==> src/rtl/rand_gen_pkg.sv <==
// Shared register map, control-bit positions and Galois LFSR step helpers
// for the multi-channel random number generator.
package rand_gen_pkg;

  localparam logic [1:0] REG_DATA  = 2'd0;
  localparam logic [1:0] REG_SEED  = 2'd1;
  localparam logic [1:0] REG_CTRL  = 2'd2;
  localparam logic [1:0] REG_COUNT = 2'd3;

  localparam int CTRL_EN          = 0;
  localparam int CTRL_FREE_RUN    = 1;
  localparam int CTRL_ADV_ON_READ = 2;
  localparam int CTRL_W           = 3;

  // Maximal-length feedback taps for the supported widths.
  function automatic logic [31:0] lfsr_taps(input int width);
    case (width)
      8:       return 32'h0000_00B8;
      16:      return 32'h0000_B400;
      default: return 32'h8020_0003;
    endcase
  endfunction

  function automatic logic [31:0] lfsr_next(input logic [31:0] value, input int width);
    logic [31:0] mask;
    logic [31:0] v;
    mask = (width >= 32) ? 32'hFFFF_FFFF : ((32'd1 << width) - 32'd1);
    v    = value & mask;
    return (v >> 1) ^ (v[0] ? lfsr_taps(width) : 32'd0);
  endfunction

endpackage

==> src/rtl/rand_gen_multi_lfsr_ch.sv <==
// One generator channel: LFSR state, control and advance counter registers,
// advance decision and the registered advance pulse.
module rand_lfsr_ch
  import rand_gen_pkg::*;
#(
  parameter int          WIDTH        = 32,
  parameter logic [31:0] DEFAULT_SEED = 32'h0000_0001
) (
  input  logic             clk,
  input  logic             reset_n,
  input  logic             i_sel,
  input  logic             i_read,
  input  logic             i_write,
  input  logic [1:0]       i_reg,
  input  logic [31:0]      i_writedata,
  input  logic             i_call_edge,
  output logic [31:0]      o_rdata,
  output logic [WIDTH-1:0] o_lfsr,
  output logic             o_valid
);

  localparam logic [WIDTH-1:0] SEED_TRUNC = DEFAULT_SEED[WIDTH-1:0];
  localparam logic [WIDTH-1:0] SEED_RST   = (SEED_TRUNC == '0) ? WIDTH'(1) : SEED_TRUNC;

  logic [WIDTH-1:0]  r_lfsr;
  logic [CTRL_W-1:0] r_ctrl;
  logic [31:0]       r_count;
  logic              r_valid;

  logic             w_seed_wr;
  logic             w_ctrl_wr;
  logic             w_count_wr;
  logic             w_data_rd;
  logic             w_advance;
  logic [WIDTH-1:0] w_seed_val;
  logic [WIDTH-1:0] w_next;
  logic             w_unused_wdata;

  assign w_seed_wr  = i_sel && i_write && (i_reg == REG_SEED);
  assign w_ctrl_wr  = i_sel && i_write && (i_reg == REG_CTRL);
  assign w_count_wr = i_sel && i_write && (i_reg == REG_COUNT);
  assign w_data_rd  = i_sel && i_read  && (i_reg == REG_DATA);

  // Any trigger yields at most one step per cycle; the OR collapses coincident triggers.
  assign w_advance = r_ctrl[CTRL_EN] &&
                     (r_ctrl[CTRL_FREE_RUN] || i_call_edge ||
                      (r_ctrl[CTRL_ADV_ON_READ] && w_data_rd));

  assign w_seed_val     = (i_writedata[WIDTH-1:0] == '0) ? WIDTH'(1) : i_writedata[WIDTH-1:0];
  assign w_next         = WIDTH'(lfsr_next(32'(r_lfsr), WIDTH));
  assign w_unused_wdata = ^i_writedata;

  // NOTE: state registers use non-blocking assignments so every register in the
  // block samples the pre-edge values, regardless of statement order.
  always_ff @(posedge clk or negedge reset_n) begin
    if (!reset_n) begin
      r_lfsr  <= SEED_RST;
      r_ctrl  <= '0;
      r_count <= '0;
      r_valid <= 1'b0;
    end else begin
      if (w_seed_wr)      r_lfsr <= w_seed_val;
      else if (w_advance) r_lfsr <= w_next;

      if (w_ctrl_wr) r_ctrl <= i_writedata[CTRL_W-1:0];

      if (w_seed_wr || w_count_wr) r_count <= '0;
      else if (w_advance)          r_count <= r_count + 32'd1;

      r_valid <= w_advance && !w_seed_wr;
    end
  end

  // NOTE: default assignment first so no path through the case can infer a latch.
  always_comb begin
    o_rdata = '0;
    case (i_reg)
      REG_DATA, REG_SEED: o_rdata = 32'(r_lfsr);
      REG_CTRL:           o_rdata = 32'(r_ctrl);
      default:            o_rdata = r_count;
    endcase
  end

  assign o_lfsr  = r_lfsr;
  assign o_valid = r_valid;

endmodule

==> src/rtl/rand_gen_multi.sv <==
// Multi-channel LFSR random generator with an Avalon-MM slave: address decode,
// registered read mux and a synchronised, edge-detected call_enable conduit.
module rand_gen_multi
  import rand_gen_pkg::*;
#(
  parameter  int          NUM_CH       = 4,
  parameter  int          WIDTH        = 32,
  parameter  logic [31:0] DEFAULT_SEED = 32'h0000_0001,
  localparam int          ADDR_W       = $clog2(NUM_CH) + 2
) (
  input  logic                    clk,
  input  logic                    reset_n,
  input  logic [ADDR_W-1:0]       avs_address,
  input  logic                    avs_read,
  input  logic                    avs_write,
  input  logic [31:0]             avs_writedata,
  output logic [31:0]             avs_readdata,
  input  logic                    call_enable,
  output logic [NUM_CH*WIDTH-1:0] rand_out,
  output logic [NUM_CH-1:0]       rand_valid
);

  if (!(WIDTH == 8 || WIDTH == 16 || WIDTH == 32)) begin : g_bad_width
    $error("rand_gen_multi: WIDTH must be 8, 16 or 32");
  end
  if (NUM_CH < 1 || NUM_CH > 16) begin : g_bad_num_ch
    $error("rand_gen_multi: NUM_CH must be within 1..16");
  end

  localparam int CH_IDX_W = (ADDR_W > 2) ? ADDR_W - 2 : 1;

  logic [1:0]          r_call_sync;
  logic                r_call_prev;
  logic [31:0]         r_readdata;

  logic                w_call_edge;
  logic [CH_IDX_W-1:0] w_ch_idx;
  logic [1:0]          w_reg;
  logic [31:0]         w_ch_rdata [NUM_CH];
  logic [31:0]         w_rd_mux;

  // call_enable is asynchronous: two flops for metastability, a third to find the rising edge.
  always_ff @(posedge clk or negedge reset_n) begin
    if (!reset_n) begin
      r_call_sync <= '0;
      r_call_prev <= 1'b0;
    end else begin
      r_call_sync <= {r_call_sync[0], call_enable};
      r_call_prev <= r_call_sync[1];
    end
  end

  assign w_call_edge = r_call_sync[1] && !r_call_prev;
  assign w_reg       = avs_address[1:0];
  assign w_ch_idx    = CH_IDX_W'(avs_address >> 2);

  for (genvar c = 0; c < NUM_CH; c++) begin : g_ch
    rand_lfsr_ch #(
      .WIDTH       (WIDTH),
      .DEFAULT_SEED(DEFAULT_SEED)
    ) u_ch (
      .clk        (clk),
      .reset_n    (reset_n),
      .i_sel      (w_ch_idx == CH_IDX_W'(c)),
      .i_read     (avs_read),
      .i_write    (avs_write),
      .i_reg      (w_reg),
      .i_writedata(avs_writedata),
      .i_call_edge(w_call_edge),
      .o_rdata    (w_ch_rdata[c]),
      .o_lfsr     (rand_out[c*WIDTH +: WIDTH]),
      .o_valid    (rand_valid[c])
    );
  end

  // Channel indices with no instance fall through to zero.
  always_comb begin
    w_rd_mux = '0;
    for (int c = 0; c < NUM_CH; c++) begin
      if (w_ch_idx == CH_IDX_W'(c)) w_rd_mux = w_ch_rdata[c];
    end
  end

  always_ff @(posedge clk or negedge reset_n) begin
    if (!reset_n)      r_readdata <= '0;
    else if (avs_read) r_readdata <= w_rd_mux;
  end

  assign avs_readdata = r_readdata;

endmodule
==> config.mk <==
export PLATFORM = sky130hd
export DESIGN_NAME = rand_gen_multi
export DESIGN_NICKNAME = d
export VERILOG_FILES = /design/src/rtl/rand_gen_pkg.sv /design/src/rtl/rand_gen_multi_lfsr_ch.sv /design/src/rtl/rand_gen_multi.sv
export SDC_FILE = /design/constraint.sdc
export NUM_CORES = 1
export LEC_CHECK = 0
export CAP_MARGIN = 20
export CORE_UTILIZATION = 60
export DETAILED_ROUTE_END_ITERATION = 6
export MAX_ROUTING_LAYER = met4
export PLACE_DENSITY = 0.85
export SLEW_MARGIN = 15
export SYNTH_ARGS = -nofsm -noshare
export SYNTH_HDL_FRONTEND = slang
export SYNTH_SLANG_ARGS = --single-unit
==> constraint.sdc <==
create_clock -name clk -period 3.9 [get_ports clk]
set_input_delay 0.39 -clock clk [delete_from_list [all_inputs] [get_ports clk]]
set_output_delay 0.39 -clock clk [all_outputs]
set_load 0.05 [all_outputs]
==> images/wires.png <==
Only two layers are drawn.
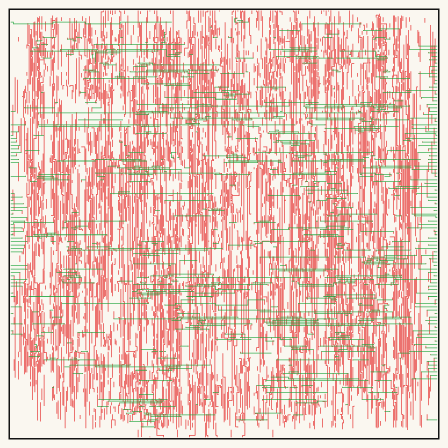
Red shows metal 2, wire length 26.3 mm. Green shows metal 3, wire length 5,590 µm.

==> images/clocks.png <==
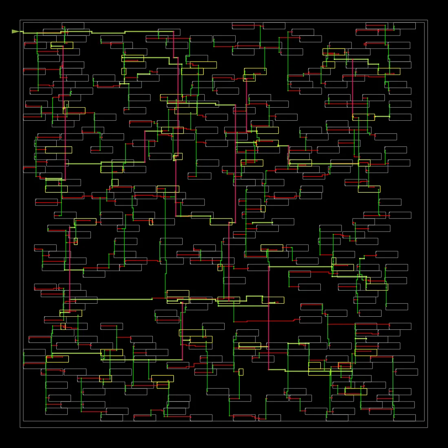
Flops: 307
total CTS buffers: 34
Clock net power: 0.00340 W
clock sinks: 307

==> out/metrics.csv <==
stage;metric;value;unit
outcome;status;finished clean;
hold_path;Min-Delay Path Class;input pin to flip-flop;
clock_tree;clock buffer depth;3;
routing;wire length on met3;5590;µm
synthesis;Largest logic family;AND-OR/OR-AND gates;
critical_path;CP Depth;7;
job;Tool Warnings;26;
synthesis;Post-synth ARST share;100;%
synthesis;Synth flops;307;
routing;Detailed Route Iter0 Violations;2027;
global_routing;GRT Total Usage;43.2;%
critical_path;cells along the critical path;clkdlybuf4s50_1, or3b_4, or3_1, nand2_2, buf_12, mux2i_1, o21ai_0;
global_routing;GRT Max-Usage Layer;met2;
critical_path;worst setup path endpoint;g_ch[0].u_ch.o_lfsr[22];
cells_and_area;Flop area;7690;µm²
critical_path;Crit. End Element;flip-flop;
cells_and_area;Seq/total area;37.7;%
synthesis;cell taking the most area after synthesis;dfrtp_1;
clock_tree;clock slew at reported path FFs;0.06;ns
synthesis;number of enable flip-flop cells;0;
critical_path;CP Launch Point;avs_address[0];
critical_path;Top delay family on crit path;simple AND/OR/NAND/NOR gates;
[cell families (layout without fill, tap and decap cells)]
kind of cell | count (synthesis) | after routing
AND-OR/OR-AND | 497 | 497
XOR/XNOR | 89 | 89
adder cells (fa/ha/maj) | 4 | 4
buffers and inverters | 178 | 341
flip-flops | 307 | 307
multiplexers | 135 | 135
other | 0 | 1
AND/OR/NAND/NOR | 615 | 615
[stage by stage]
step	std cells	setup slack (ns)	hold slack [ns]	area, µm²	utilization, %
after floorplan	1825	1.65	0.0944	16900	-
after global placement	2305	0.698	0.334	19200	69.3
after detailed placement	2306	0.584	0.336	19200	69.4
after CTS	2366	1.11	0.324	20400	73.6
after global routing	2367	0.898	0.323	20400	73.6
final	2367	1.06	0.324	20400	73.6
Power and IR drop assume default switching activity.
